File: src/rtl/clock_pkg.sv
// clock_pkg: shared definitions for the MM:SS clock mode controller.
//   mode_e      : front-panel mode encoding (STOP/RUN/SET)
//   SEL_*       : edit_sel codes for the digit under edit
//   TENS_MAX    : upper limit of min10/sec10 digits
//   UNITS_MAX   : upper limit of min01/sec01 digits
//   digit_inc() : wrapping digit increment (out-of-range values wrap to 0)
package clock_pkg;

  typedef enum logic [1:0] {
    MODE_STOP = 2'b00,
    MODE_RUN  = 2'b01,
    MODE_SET  = 2'b10
  } mode_e;

  localparam logic [1:0] SEL_MIN10 = 2'd3;
  localparam logic [1:0] SEL_MIN01 = 2'd2;
  localparam logic [1:0] SEL_SEC10 = 2'd1;
  localparam logic [1:0] SEL_SEC01 = 2'd0;

  localparam logic [3:0] TENS_MAX  = 4'd5;
  localparam logic [3:0] UNITS_MAX = 4'd9;

  function automatic logic [3:0] digit_inc(input logic [3:0] d, input logic [3:0] lim);
    return (d >= lim) ? 4'd0 : d + 4'd1;
  endfunction

endpackage

File: src/rtl/clock_mode_ctrl_tick_gen.sv
// tick_gen: 1 s prescaler for the clock mode controller.
//   Parameter TICK_DIV : CLK1 cycles per tick (>= 2)
//   CLK1, RESET        : clock, asynchronous active-high reset
//   en                 : prescaler count enable
//   clr                : synchronous clear of prescaler (and blink phase)
//   wrap               : high for the cycle the prescaler sits at TICK_DIV-1 while enabled
//   blink_phase        : (BLINK_EN only) 0 = "on", 1 = "off"; toggles every TICK_DIV/4 cycles
// Optional feature macro: BLINK_EN.
module tick_gen
  import clock_pkg::*;
#(
  parameter int unsigned TICK_DIV = 50_000_000
) (
  input  logic CLK1,
  input  logic RESET,
  input  logic en,
  input  logic clr,
`ifdef BLINK_EN
  output logic blink_phase,
`endif
  output logic wrap
);

  localparam int unsigned CW = (TICK_DIV > 1) ? $clog2(TICK_DIV) : 1;
  localparam logic [CW-1:0] LAST = CW'(TICK_DIV - 1);

  logic [CW-1:0] cnt;

  always_ff @(posedge CLK1 or posedge RESET) begin
    if (RESET)        cnt <= '0;
    else if (clr)     cnt <= '0;
    else if (en)      cnt <= (cnt == LAST) ? '0 : cnt + CW'(1);
  end

  assign wrap = en && (cnt == LAST);

`ifdef BLINK_EN
  // Quarter-period divider kept separate from the main prescaler so the
  // blink phase can restart on edits without disturbing tick alignment logic.
  localparam int unsigned QDIV = (TICK_DIV / 4 > 0) ? TICK_DIV / 4 : 1;
  localparam int unsigned QW   = (QDIV > 1) ? $clog2(QDIV) : 1;
  localparam logic [QW-1:0] QLAST = QW'(QDIV - 1);

  logic [QW-1:0] qcnt;

  always_ff @(posedge CLK1 or posedge RESET) begin
    if (RESET) begin
      qcnt        <= '0;
      blink_phase <= 1'b0;
    end else if (clr) begin
      qcnt        <= '0;
      blink_phase <= 1'b0;
    end else if (en) begin
      if (qcnt == QLAST) begin
        qcnt        <= '0;
        blink_phase <= ~blink_phase;
      end else begin
        qcnt <= qcnt + QW'(1);
      end
    end
  end
`endif

endmodule

File: src/rtl/clock_mode_ctrl.sv
// clock_mode_ctrl: STOP/RUN/SET sequencer for the MM:SS time_counter datapath.
//   Parameter TICK_DIV : CLK1 cycles per 1 s tick (>= 2)
//   CLK1, RESET        : clock, asynchronous active-high reset
//   btn_start/mode/next/inc : 1-cycle button pulses (priority mode>start>next>inc)
//   cnt_min10..cnt_sec01    : next-time digits from time_counter
//   cur_min10..cur_sec01    : current time to counter inputs / display
//   cnt_enable, tick        : 1-cycle strobe at each 1 s boundary in RUN
//   mode                    : 00 STOP, 01 RUN, 10 SET
//   edit_sel                : digit under edit (3 min10 .. 0 sec01)
//   blink_mask              : per-digit blank request in SET
// Optional feature macro: BLINK_EN (digit blinking in SET; default build ties blink_mask to 0).
module clock_mode_ctrl
  import clock_pkg::*;
#(
  parameter int unsigned TICK_DIV = 50_000_000
) (
  input  logic       CLK1,
  input  logic       RESET,
  input  logic       btn_start,
  input  logic       btn_mode,
  input  logic       btn_next,
  input  logic       btn_inc,
  input  logic [3:0] cnt_min10,
  input  logic [3:0] cnt_min01,
  input  logic [3:0] cnt_sec10,
  input  logic [3:0] cnt_sec01,
  output logic [3:0] cur_min10,
  output logic [3:0] cur_min01,
  output logic [3:0] cur_sec10,
  output logic [3:0] cur_sec01,
  output logic       cnt_enable,
  output logic [1:0] mode,
  output logic [1:0] edit_sel,
  output logic       tick,
  output logic [3:0] blink_mask
);

  mode_e       mode_q, mode_d;
  logic [1:0]  sel_q, sel_d;
  logic [15:0] time_q, time_d;   // {min10, min01, sec10, sec01}
  logic [3:0]  lim;
  logic        pre_en, pre_clr, wrap;
  logic        do_mode, do_start, do_next, do_inc;

  assign do_mode  = btn_mode;
  assign do_start = btn_start & ~btn_mode;
  assign do_next  = btn_next  & ~btn_mode & ~btn_start;
  assign do_inc   = btn_inc   & ~btn_mode & ~btn_start & ~btn_next;

`ifdef BLINK_EN
  logic blink_phase;
  assign pre_en = (mode_q == MODE_RUN) || (mode_q == MODE_SET);
`else
  assign pre_en = (mode_q == MODE_RUN);
`endif

  tick_gen #(.TICK_DIV(TICK_DIV)) u_tick_gen (
    .CLK1        (CLK1),
    .RESET       (RESET),
    .en          (pre_en),
    .clr         (pre_clr),
`ifdef BLINK_EN
    .blink_phase (blink_phase),
`endif
    .wrap        (wrap)
  );

  // The prescaler also runs in SET when blinking is built in, so the tick
  // must be qualified by RUN here rather than by the prescaler enable.
  assign tick       = wrap && (mode_q == MODE_RUN);
  assign cnt_enable = tick;

  always_comb begin
    mode_d  = mode_q;
    sel_d   = sel_q;
    time_d  = time_q;
    pre_clr = 1'b0;
    lim     = UNITS_MAX;
    // Capture is independent of the mode transition so a tick coinciding
    // with btn_start still lands the new time.
    if (cnt_enable) time_d = {cnt_min10, cnt_min01, cnt_sec10, cnt_sec01};
    case (sel_q)
      SEL_MIN10, SEL_SEC10: lim = TENS_MAX;
      SEL_MIN01, SEL_SEC01: lim = UNITS_MAX;
      default:              lim = UNITS_MAX;
    endcase
    case (mode_q)
      MODE_STOP: begin
        if (do_mode) begin
          mode_d  = MODE_SET;
          sel_d   = SEL_MIN10;
          pre_clr = 1'b1;
        end else if (do_start) begin
          mode_d  = MODE_RUN;
          pre_clr = 1'b1;
        end
      end
      MODE_RUN: begin
        if (do_start) mode_d = MODE_STOP;
      end
      MODE_SET: begin
        if (do_mode) begin
          mode_d = MODE_STOP;
        end else if (do_next) begin
          sel_d   = sel_q - 2'd1;   // 3->2->1->0->3 by natural 2-bit wrap
          pre_clr = 1'b1;
        end else if (do_inc) begin
          time_d[{sel_q, 2'b00} +: 4] = digit_inc(time_q[{sel_q, 2'b00} +: 4], lim);
          pre_clr = 1'b1;
        end
      end
      default: mode_d = MODE_STOP;
    endcase
  end

  always_ff @(posedge CLK1 or posedge RESET) begin
    if (RESET) begin
      mode_q <= MODE_STOP;
      sel_q  <= SEL_MIN10;
      time_q <= '0;
    end else begin
      mode_q <= mode_d;
      sel_q  <= sel_d;
      time_q <= time_d;
    end
  end

  assign mode      = mode_q;
  assign edit_sel  = sel_q;
  assign cur_min10 = time_q[15:12];
  assign cur_min01 = time_q[11:8];
  assign cur_sec10 = time_q[7:4];
  assign cur_sec01 = time_q[3:0];

`ifdef BLINK_EN
  assign blink_mask = ((mode_q == MODE_SET) && blink_phase) ? (4'b0001 << sel_q) : '0;
`else
  assign blink_mask = '0;
`endif

endmodule

File: config.mk
export PLATFORM = sky130hd
export DESIGN_NAME = clock_mode_ctrl
export DESIGN_NICKNAME = d
export VERILOG_FILES = /design/src/rtl/clock_pkg.sv /design/src/rtl/clock_mode_ctrl_tick_gen.sv /design/src/rtl/clock_mode_ctrl.sv
export SDC_FILE = /design/constraint.sdc
export NUM_CORES = 1
export LEC_CHECK = 0
export CAP_MARGIN = 20
export CORE_MARGIN = 3
export CORE_UTILIZATION = 34
export DETAILED_ROUTE_END_ITERATION = 12
export DONT_BUFFER_PORTS = 1
export PLACE_DENSITY = 0.58
export SLEW_MARGIN = 20
export SYNTH_ARGS = -nofsm -noshare
export SYNTH_HDL_FRONTEND = slang
export SYNTH_HIERARCHICAL = 1
export SYNTH_SLANG_ARGS = --single-unit
File: constraint.sdc
create_clock -name CLK1 -period 3.5 [get_ports CLK1]
set_clock_uncertainty 0.15 [all_clocks]
set_input_delay 0.7 -clock CLK1 [delete_from_list [all_inputs] [get_ports CLK1]]
set_output_delay 0.7 -clock CLK1 [all_outputs]
set_load 0.005 [all_outputs]
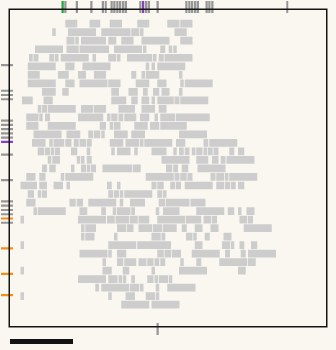
Fig. 1. Pin placement.
Scale bar: 20 um. Pins as bars across the die edge, other pins in grey.
legend:
  purple:
    port: `edit_sel`
    pins: 2
    direction: output
    edge: 1 top, 1 left
  green:
    port: `cnt_enable`
    pins: 1
    direction: output
    edge: top
  orange:
    port: `blink_mask`
    pins: 4
    direction: output
    edge: left
all pins by edge: 26 top, 21 left, 1 bottom

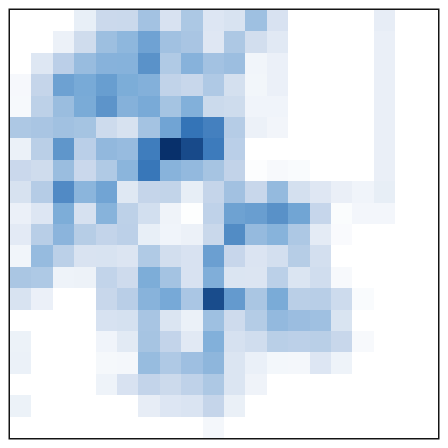
Fig. 2. Signal metal coverage by tile.
The die is cut into 20 by 20 equal tiles; white is low, dark blue is high, scaled to the fullest tile. Values are wire area over tile area, all layers added.
nearly empty tiles: 36%
mean over tiles: 0.11
tiles over half the peak: 6.5%
fullest tile: 0.61
emptiest ninth of the die: upper right
WL per Instance: 16.42 um
GRT Resource Usage Total: 14.47%
DR vias: 2344

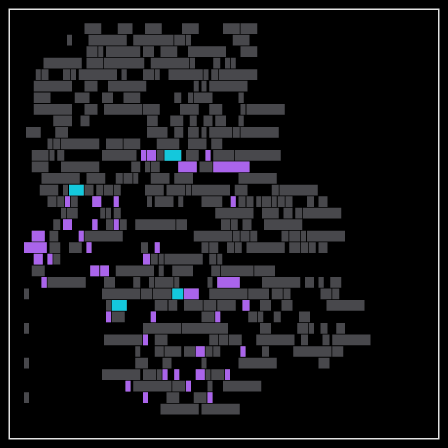
Fig. 3. Logic cells by family.
legend:
  purple:
    family: NOR gates
    cells: 40
  cyan:
    family: AND-OR and OR-AND gates
    cells: 4
post-layout instance count excluding filler cells: 425
Commonest Layout Cell: dfrtp_1
Comb/total area: 53.38%

==> job_summary.md <==
### Yosys + OpenROAD results

| Metric | Value |
|---|---|
| Htree depth | 2 |
| Vias in the first global route | 2282 |
| Overflow after GRT | 0 |
| Max Used Layer | met4 |
| Ys flops | ~46 |
| Die Ht | between 100 and 150 um |
| PostCTS Resize Cnt | 0 |
| Multi-input gates | 243 |
| Fin util | 37.52% |
| Number of enable flip-flop cells | 0 |
| Setup violations, final | 0 |
| Setup TNS | 0 ns |
| Worst setup EP type | primary output |
| Placed cells | 417 |
| Placed wire-length estimate | 5153 um |
| Final max-slew violation count | 0 |
| Gp weighted congestion | 0.8292 |
| Clk buf depth | 2 |
| GRT met1 Usage | 20.85% |
| Die area | about 0.01 mm^2 |
| CP arrival | 2.29 ns |
| Outcome | completed |
| Synth top cell by count | dfrtp_1 |
| Area of the core | 0.008721 mm^2 |
| Gate count after technology mapping | about 320 |
| Worst Tran Pin Value | a little over 0.8 ns |
| Setup Buffers After CTS | 0 |
| Late-Pin Clk Latency | about 0.31 ns |
| FFs w/ async S/R, synth | 100.0% |
| Yosys Chip Area | 0.003064 mm^2 |
| Clock buf count | 6 |
| Cell area after synthesis | 0.003064 mm^2 |
| Chip width | 100.9 um |
| Hold buffer count at cts | 0 |
| Yosys cell count | approximately 320 |
==> cell usage in the layout (no fill, tap or decap), drive strengths merged, types with 5 or more instances in the layout <==
| master | n |
|---|---|
| dfrtp | 44 |
| buf | 5 |
| nand4 | 11 |
| clkbuf | 6 |
| nor2 | 24 |
| or4 | 6 |
| xnor2 | 10 |
| nor2b | 6 |
| inv | 15 |
| ha | 10 |
| mux2 | 16 |
| a21oi | 18 |
| xor2 | 5 |
| or3 | 8 |
| nand3 | 13 |
| o21ai | 18 |
| o31ai | 11 |
| nand2 | 33 |
==> power by group <==
part           leakage (uW)  switching (uW)  internal (uW)
Clock             0.0000714             191            305
Sequential         0.000602             114            610
Combinational      0.000688             535            363
==> flip-flops by register name, summed over array words and instances (netlist names) <==
signal,count
u_tick_gen/cnt,26
mode,2
edit_sel,2
time_q,16
Power is estimated from default activity; no workload was simulated.
